$ cat config.mk
export PLATFORM = sky130hd
export DESIGN_NAME = cpu_bus_serializer
export DESIGN_NICKNAME = d
export VERILOG_FILES = /design/src/rtl/cpu_bus_ser_pkg.sv /design/src/rtl/cpu_bus_serializer_beat_counter.sv /design/src/rtl/cpu_bus_serializer.sv
export SDC_FILE = /design/constraint.sdc
export NUM_CORES = 1
export LEC_CHECK = 0
export ABC_AREA = 1
export CORE_AREA = 4 4 130 107
export DETAILED_ROUTE_END_ITERATION = 6
export DIE_AREA = 0 0 134 111
export PLACE_DENSITY = 0.9
export SLEW_MARGIN = 10
export SYNTH_ARGS = -nofsm -noshare
export SYNTH_HDL_FRONTEND = slang
export SYNTH_SLANG_ARGS = --single-unit
$ cat constraint.sdc
create_clock -name clk -period 3.1 [get_ports clk]
set_input_delay 0.465 -clock clk [delete_from_list [all_inputs] [get_ports clk]]
set_output_delay 0.465 -clock clk [all_outputs]
set_load 0.02 [all_outputs]
$ cat src/rtl/cpu_bus_ser_pkg.sv
// Shared types and constants for the CPU-to-pin bus serializer.
package cpu_bus_ser_pkg;

  typedef enum logic [2:0] {
    ST_IDLE,
    ST_ADDR,
    ST_CMD,
    ST_TURN,
    ST_RDATA,
    ST_DONE
  } state_t;

  // Command beat layout on pin_addr_out
  localparam int CMD_WE_BIT   = 0;
  localparam int CMD_MARK_BIT = 1;

endpackage

$ cat src/rtl/cpu_bus_serializer_beat_counter.sv
// Beat index counter: synchronous clear, increment enable, terminal-count flag.
module beat_counter #(
  parameter int W = 2
) (
  input  logic         clk,
  input  logic         rst_n,
  input  logic         i_clear,
  input  logic         i_enable,
  input  logic [W-1:0] i_last,
  output logic [W-1:0] o_count,
  output logic [W-1:0] o_count_next,
  output logic         o_tc
);

  logic [W-1:0] r_count;

  always_comb begin
    o_count_next = r_count;
    if (i_clear) begin
      o_count_next = '0;
    end else if (i_enable) begin
      o_count_next = r_count + W'(1);
    end
  end

  always_ff @(posedge clk or negedge rst_n) begin
    if (!rst_n) begin
      r_count <= '0;
    end else begin
      r_count <= o_count_next;
    end
  end

  assign o_count = r_count;
  assign o_tc    = (r_count == i_last);

endmodule

$ cat src/rtl/cpu_bus_serializer.sv
// Serializes a CPU read/write into lane-wide address, command, turnaround
// and read-data beats on a narrow pin bus, with an external wait stall.
module cpu_bus_serializer
  import cpu_bus_ser_pkg::*;
#(
  parameter int ADDR_W = 32,
  parameter int DATA_W = 32,
  parameter int LANE_W = 8
) (
  input  logic              clk,
  input  logic              rst_n,
  input  logic              cpu_req,
  input  logic              cpu_we,
  input  logic [ADDR_W-1:0] cpu_addr,
  input  logic [DATA_W-1:0] cpu_wdata,
  output logic              cpu_ready,
  output logic [DATA_W-1:0] cpu_rdata,
  output logic [LANE_W-1:0] pin_addr_out,
  output logic [LANE_W-1:0] pin_data_out,
  input  logic [LANE_W-1:0] pin_data_in,
  output logic [LANE_W-1:0] pin_oe,
  output logic              pin_frame,
  input  logic              pin_wait
);

  localparam int ADDR_BEATS = ADDR_W / LANE_W;
  localparam int DATA_BEATS = DATA_W / LANE_W;
  localparam int MAX_BEATS  = (ADDR_BEATS > DATA_BEATS) ? ADDR_BEATS : DATA_BEATS;
  localparam int CNT_W      = (MAX_BEATS > 1) ? $clog2(MAX_BEATS) : 1;

  generate
    if (LANE_W < 2 || (ADDR_W % LANE_W) != 0 || (DATA_W % LANE_W) != 0) begin : g_bad_params
      $error("cpu_bus_serializer: LANE_W must be >= 2 and divide ADDR_W and DATA_W");
    end
  endgenerate

  state_t              r_state, w_state_next;
  logic                r_we;
  logic [ADDR_W-1:0]   r_addr;
  logic [DATA_W-1:0]   r_wdata, r_rbuf, r_rdata, w_rbuf_next;
  logic [LANE_W-1:0]   r_pin_addr, r_pin_data, r_pin_oe;
  logic [LANE_W-1:0]   w_pin_addr_next, w_pin_data_next, w_pin_oe_next;
  logic                w_clear, w_inc, w_tc;
  logic [CNT_W-1:0]    w_beat, w_beat_next, w_last;
  logic                w_we_src;
  logic [ADDR_W-1:0]   w_addr_src;
  logic [DATA_W-1:0]   w_wdata_src;

  beat_counter #(.W(CNT_W)) u_beat (
    .clk          (clk),
    .rst_n        (rst_n),
    .i_clear      (w_clear),
    .i_enable     (w_inc),
    .i_last       (w_last),
    .o_count      (w_beat),
    .o_count_next (w_beat_next),
    .o_tc         (w_tc)
  );

  assign w_last = (r_state == ST_ADDR) ? CNT_W'(ADDR_BEATS - 1) : CNT_W'(DATA_BEATS - 1);

  always_comb begin
    w_state_next = r_state;
    w_clear      = 1'b0;
    w_inc        = 1'b0;
    case (r_state)
      ST_IDLE: if (cpu_req) begin
        w_state_next = ST_ADDR;
        w_clear      = 1'b1;
      end
      ST_ADDR: if (!pin_wait) begin
        if (w_tc) begin
          w_state_next = ST_CMD;
          w_clear      = 1'b1;
        end else begin
          w_inc = 1'b1;
        end
      end
      ST_CMD: if (!pin_wait) begin
        w_state_next = r_we ? ST_DONE : ST_TURN;
      end
      ST_TURN: if (!pin_wait) begin
        w_state_next = ST_RDATA;
        w_clear      = 1'b1;
      end
      ST_RDATA: if (!pin_wait) begin
        if (w_tc) begin
          w_state_next = ST_DONE;
          w_clear      = 1'b1;
        end else begin
          w_inc = 1'b1;
        end
      end
      ST_DONE: w_state_next = ST_IDLE;
      default: w_state_next = ST_IDLE;
    endcase
  end

  // The first address beat is registered on the acceptance edge, so it must
  // come straight from the CPU inputs rather than the not-yet-loaded latches.
  assign w_we_src    = (r_state == ST_IDLE) ? cpu_we    : r_we;
  assign w_addr_src  = (r_state == ST_IDLE) ? cpu_addr  : r_addr;
  assign w_wdata_src = (r_state == ST_IDLE) ? cpu_wdata : r_wdata;

  always_comb begin
    w_pin_addr_next = '0;
    w_pin_data_next = '0;
    w_pin_oe_next   = '0;
    case (w_state_next)
      ST_ADDR: begin
        for (int k = 0; k < ADDR_BEATS; k++) begin
          if (int'(w_beat_next) == k) w_pin_addr_next = w_addr_src[k*LANE_W +: LANE_W];
        end
        for (int k = 0; k < DATA_BEATS; k++) begin
          if (w_we_src && int'(w_beat_next) == k) begin
            w_pin_data_next = w_wdata_src[k*LANE_W +: LANE_W];
            w_pin_oe_next   = '1;
          end
        end
      end
      ST_CMD: begin
        w_pin_addr_next[CMD_WE_BIT]   = w_we_src;
        w_pin_addr_next[CMD_MARK_BIT] = 1'b1;
      end
      default: ;
    endcase
  end

  always_comb begin
    w_rbuf_next = r_rbuf;
    if (r_state == ST_RDATA && !pin_wait) begin
      for (int k = 0; k < DATA_BEATS; k++) begin
        if (int'(w_beat) == k) w_rbuf_next[k*LANE_W +: LANE_W] = pin_data_in;
      end
    end
  end

  // cpu_rdata only moves when a read completes; partial lanes live in r_rbuf.
  always_ff @(posedge clk or negedge rst_n) begin
    if (!rst_n) begin
      r_state    <= ST_IDLE;
      r_we       <= 1'b0;
      r_addr     <= '0;
      r_wdata    <= '0;
      r_rbuf     <= '0;
      r_rdata    <= '0;
      r_pin_addr <= '0;
      r_pin_data <= '0;
      r_pin_oe   <= '0;
    end else begin
      r_state    <= w_state_next;
      r_pin_addr <= w_pin_addr_next;
      r_pin_data <= w_pin_data_next;
      r_pin_oe   <= w_pin_oe_next;
      r_rbuf     <= w_rbuf_next;
      if (r_state == ST_IDLE && cpu_req) begin
        r_we    <= cpu_we;
        r_addr  <= cpu_addr;
        r_wdata <= cpu_wdata;
      end
      if (r_state == ST_RDATA && w_state_next == ST_DONE) begin
        r_rdata <= w_rbuf_next;
      end
    end
  end

  assign cpu_ready    = (r_state == ST_DONE);
  assign cpu_rdata    = r_rdata;
  assign pin_addr_out = r_pin_addr;
  assign pin_data_out = r_pin_data;
  assign pin_oe       = r_pin_oe;
  assign pin_frame    = (r_state == ST_ADDR) || (r_state == ST_CMD) ||
                        (r_state == ST_TURN) || (r_state == ST_RDATA);

endmodule

Figure 1. Clock wires, drivers and flops.
(4 px per µm)
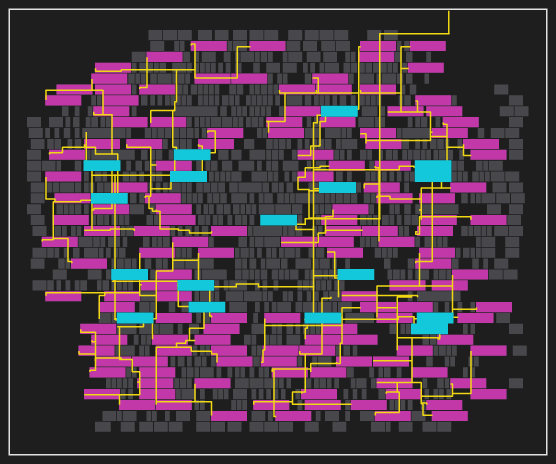
Key: cells driving clock nets = cyan [count 17]; flip-flops = magenta [count 143]; clock wires = yellow [length 1,700 µm]
There are 18 routed clock nets. Position of the flops: all over the die.

Figure 2. Local utilization.
(2 px per µm) 13 x 11 tiles, from black (low) to pale yellow (high), 0 to 100% covered.
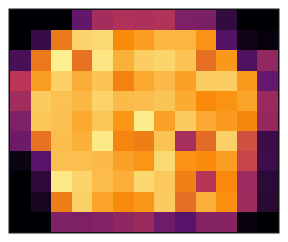
The mean over all tiles is 59%. 8.4% of the tiles are nearly empty. The densest ninth of the die: centre. 48% of the tiles are over 75% full. The fullest tile reaches 97%.

Figure 3. Clock nets.
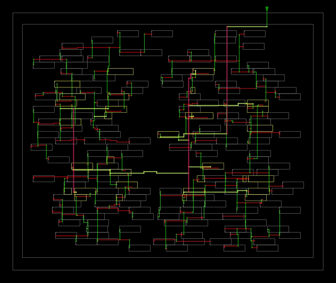
registers: 143
clock buffer count: 19
P_clk: 2.26 mW
Late-Pin Clk Latency: 420 ps

Figure 4. Close-up of the layout.
Window x 54 to 79, y 43 to 68 µm. Cells in grey, sequential cells in the stronger grey; small squares are vias.
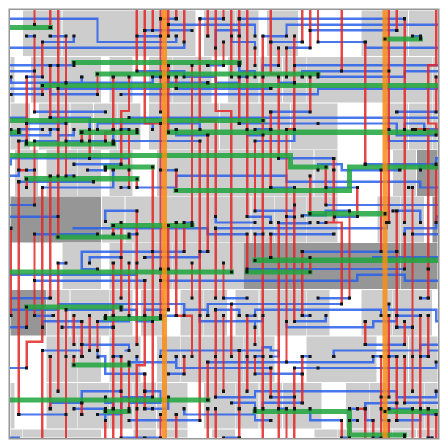
Key: met3 = green; met4 = orange; met1 = blue; met2 = red
Most frequent: nand2_1 (28), nand3_1 (10). 77 logic cells have their middle in the window. Netlist names of flops here include r_we (1), u_beat.o_count (1). Sequential cells in the window: 2.

Figure 5. Cells coloured by class.
(3 px per µm) Fill, decap, tap and diode cells in grey.
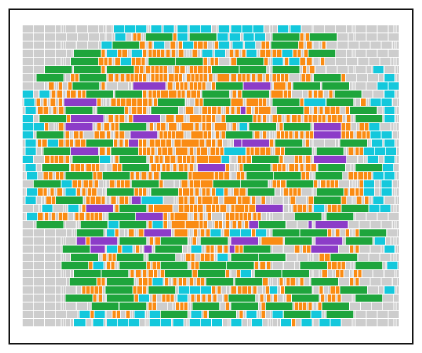
Key: all other logic = orange [cells 697]; other buffers and delay cells = cyan [cells 142]; flip-flops = green [cells 143]; clock drivers and dummy loads = purple [cells 32]

==> flow_summary_export.csv <==
group,metric,value,unit
run_status,status,"finished clean",
power,seq_power_share,0.293,
final_timing,skew,9.29,ps
power,seq_cell_power,2.88,mW
power,ir_drop,777,µV
floorplanning,n_tap_cell,175,
synth,yosys.cell_count.top_type,"nand2_1",
clocking,clk_path_buf_depth,2,
floorplanning,io_pins,135,
synth,compound_area_frac,0.117,
synth,ys_area,6910,µm²
cells_and_area,fin_util,0.712,
cells_and_area,seq_share,0.398,
final_timing,rsz0062_at_grt,"false",
cells_and_area,stdcell_count,1189,
place,gp_congestion,0.917,
synth,synthAdderAreaFrac,0.00725,
detailed_routing,met1_length,8070,µm
detailed_routing,vias,6314,
final_timing,fin_crit,2450,ps
cells_and_area,areaGrowthSynthToFinish,30.2,%
power,power.leakage,4.51,nW
final_timing,whs,35.6,ps
place,hpwl,12500,µm
floorplanning,dieWidth,134,µm
final_timing,finalMaxSlewViolations,0,
detailed_routing,vias_per_cell,5.31,
synth,synth_cells,888,
final_timing,setup_slack,645,ps
synth,simple_gate_area_frac,0.261,
detailed_routing,drc,0,
worst_setup_path,r2r-start,"u_beat.o_count[0]",
cells_and_area,clk_share,0.0726,
floorplanning,fp_util,0.546,
power,top_power_group,"combinational cells",
final_timing,setup_viol,0,
synth,mux_share,0.0114,
grt,met2_usage,0.380,
worst_setup_path,cp-start-kind,"flop",
detailed_routing,dr_wl_met2,8420,µm
grt,overflow,0,
min_path,min_path_type,"in2async",
place,dp.cells,1157,
synth,synth_flops,143,
worst_setup_path,reg2reg_depth,13,
worst_setup_path,critPathKind,"reg2out",
power,comb_power_share,0.478,
detailed_routing,wl_met3,1650,µm
cells_and_area,fill_cells,919,
worst_setup_path,path_cells,"nor2_8 > nand2_4 > nand2_1 > clkdlybuf4s50_1",
Power figures rest on the tool's default switching activity, not on a simulated workload.
